Design multicycle_control, sky130hd; sources not shown.
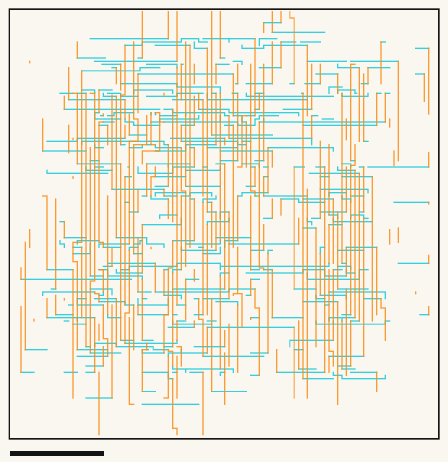
(images/metal_stack.png)
Scale bar: 10 um. Only two layers are drawn.
Key: cyan = met1 [wire length 925 um]; orange = met2 [wire length 1410 um]
Overall Global Routing Usage: 24.0%
wire per inst: 12.8 um
via count: 975
Total Wirelength: 2.46 mm

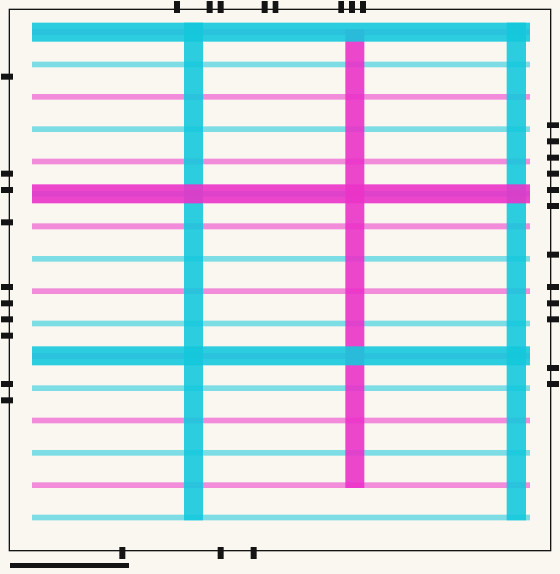
(images/pdn.png)
Scale bar: 10 um. Pins as bars on the die edge.
Key: cyan = VSS; magenta = VDD
3 straps on met5. 16 met1 rails follow the rows. 3 straps on met4. The core has 15 rows. 33 signal pins sit on the boundary.
core area: 1710 um^2
maximum vdd drop: 1160 uV
Die Width: 45.4 um
Die H: 45.4 um

==> ci_impl_report.md <==
## Implementation flow summary

| Metric | Value |
|---|---|
| Hold slack | 0.310 ns |
| Pint | 0.923 mW |
| GR Layer Usage met1 | 24.7% |
| First-pass GRT wire length | 3.61 mm |
| Ys flops | 10 |
| Post-CTS setup buffer count | 6 |
| Clock Path Buffers | 2 |
| # clock sinks | 10 |
| Metal2 WL | 1.41 mm |
| Worst EP required | 1.74 ns |
| Placed cells | 175 |
| Syn_nets | 129 |
| LEAKAGE | 0.774 nW |
| Reg2Reg Setup Slack | 0.74 ns |
| Layout cells sized above 1 | 34.7% |
| Crit start category | flop |
| Total global routing overflow | 0 |
| Syn_area_per_cell | 6.74 um^2 |
| M3 GR Usage | 7.54% |
| Commonest flop | dfrtp_1 |
| Fmax | 498 MHz |
| Post-synth design cell area | 808 um^2 |
| Buf+Inv Stages, Crit Path | 3 |
| Top delay family on crit path | buffers and inverters |
| RSZ-0062 raised after global routing | no |
| Hold/Removal Path Class | input port to asynchronous set/reset pin |
| Syn Inst Count | 120 |
| Largest stage delay, worst path | 0.44 ns |
| Fa+ha+maj area frac | 0% |
| Non-clock buffers | 46 |
| Top-area cell share | 31.0% |
| Registers | 10 |
| Worst-Skew Late Latency | 0.26 ns |
| Buffer share of cell area | 31.2% |
| Tapcells | 25 |
| Tool Warnings | 26 |
| DIE AREA | 2060 um^2 |
| Yosys chip area | 808 um^2 |
| Logic area | 520 um^2 |
| Final worst setup slack | 0.0900 ns |
| Yosys cell count | 120 |
| Reg clk slew, reported paths | 0.06 ns |
| H-tree depth | 1 |
| Net Sw Frac | 49.4% |
| CTS tree | built |
| Most numerous logic cell after layout | nand2_1 |
| Ys async rst share | 100% |
| Largest net degree at the start of global routing | 13 |
| Combinational gates | 87 |
| Pre-Place Util | 47.3% |
| DRC | 0 |
| Top Consumer | combinational cells |
| Max Cap Violations | 0 |
| Row cnt | 15 |
| Reg area | 255 um^2 |
| Status | finished clean |
| Cell-by-cell trace of the critical path | nor2_4, buf_6, buf_4, nand3_2, nand4_1, dlygate4sd2_1 |
| Mux area share | 0% |
| Compound Share, Synth | 10.5% |
| Fin Setup TNS | 0 ns |
| Fin nets | 177 |
| Vias in the first global route | 903 |
| CTS buffer count | 3 |
| Number of enable flip-flop cells | 0 |
| Max reg flops | 6 |
| DR vias/cell | 5.08 |
| Area grow syn2layout | 65.2% |
| Max-area cell class | combinational gates |
| Layout Cells excl Fill | 192 |
| Register area share after synthesis | 31.0% |
| Stages on the worst setup path | 6 |
| Final-layout clock-cell area share | 2.72% |
| Core Util, Final | 78.2% |
| Antenna violations before repair | 0 |
| Placer Congestion | 0.965 |
| Pwr dens | 1370 nW/um^2 |
| Wl on met1 | 924 um |
| Ant. Diodes | 0 |
| Synth logic family | simple AND/OR/NAND/NOR gates |
| Initial drt markers | 17 |
| Fill cells | 139 |
| Top area cell types | dfrtp_1, nand2_1, nand3_1 |
| ANT nets after route | 0 |
| DRT Pass-1 Iters | 4 |
| Detail Placement HPWL | 1.64 mm |
| Final instance area | 1340 um^2 |
| Proportion of power drawn by flip-flops and latches | 22.0% |
| Endpoints failing hold | 0 |
| Post-synth top area cell | dfrtp_1 |
| Comb power frac | 68.8% |
| Pwr Total | 1.82 mW |
| # clk buffers | 4 |
Power and IR drop assume default switching activity.
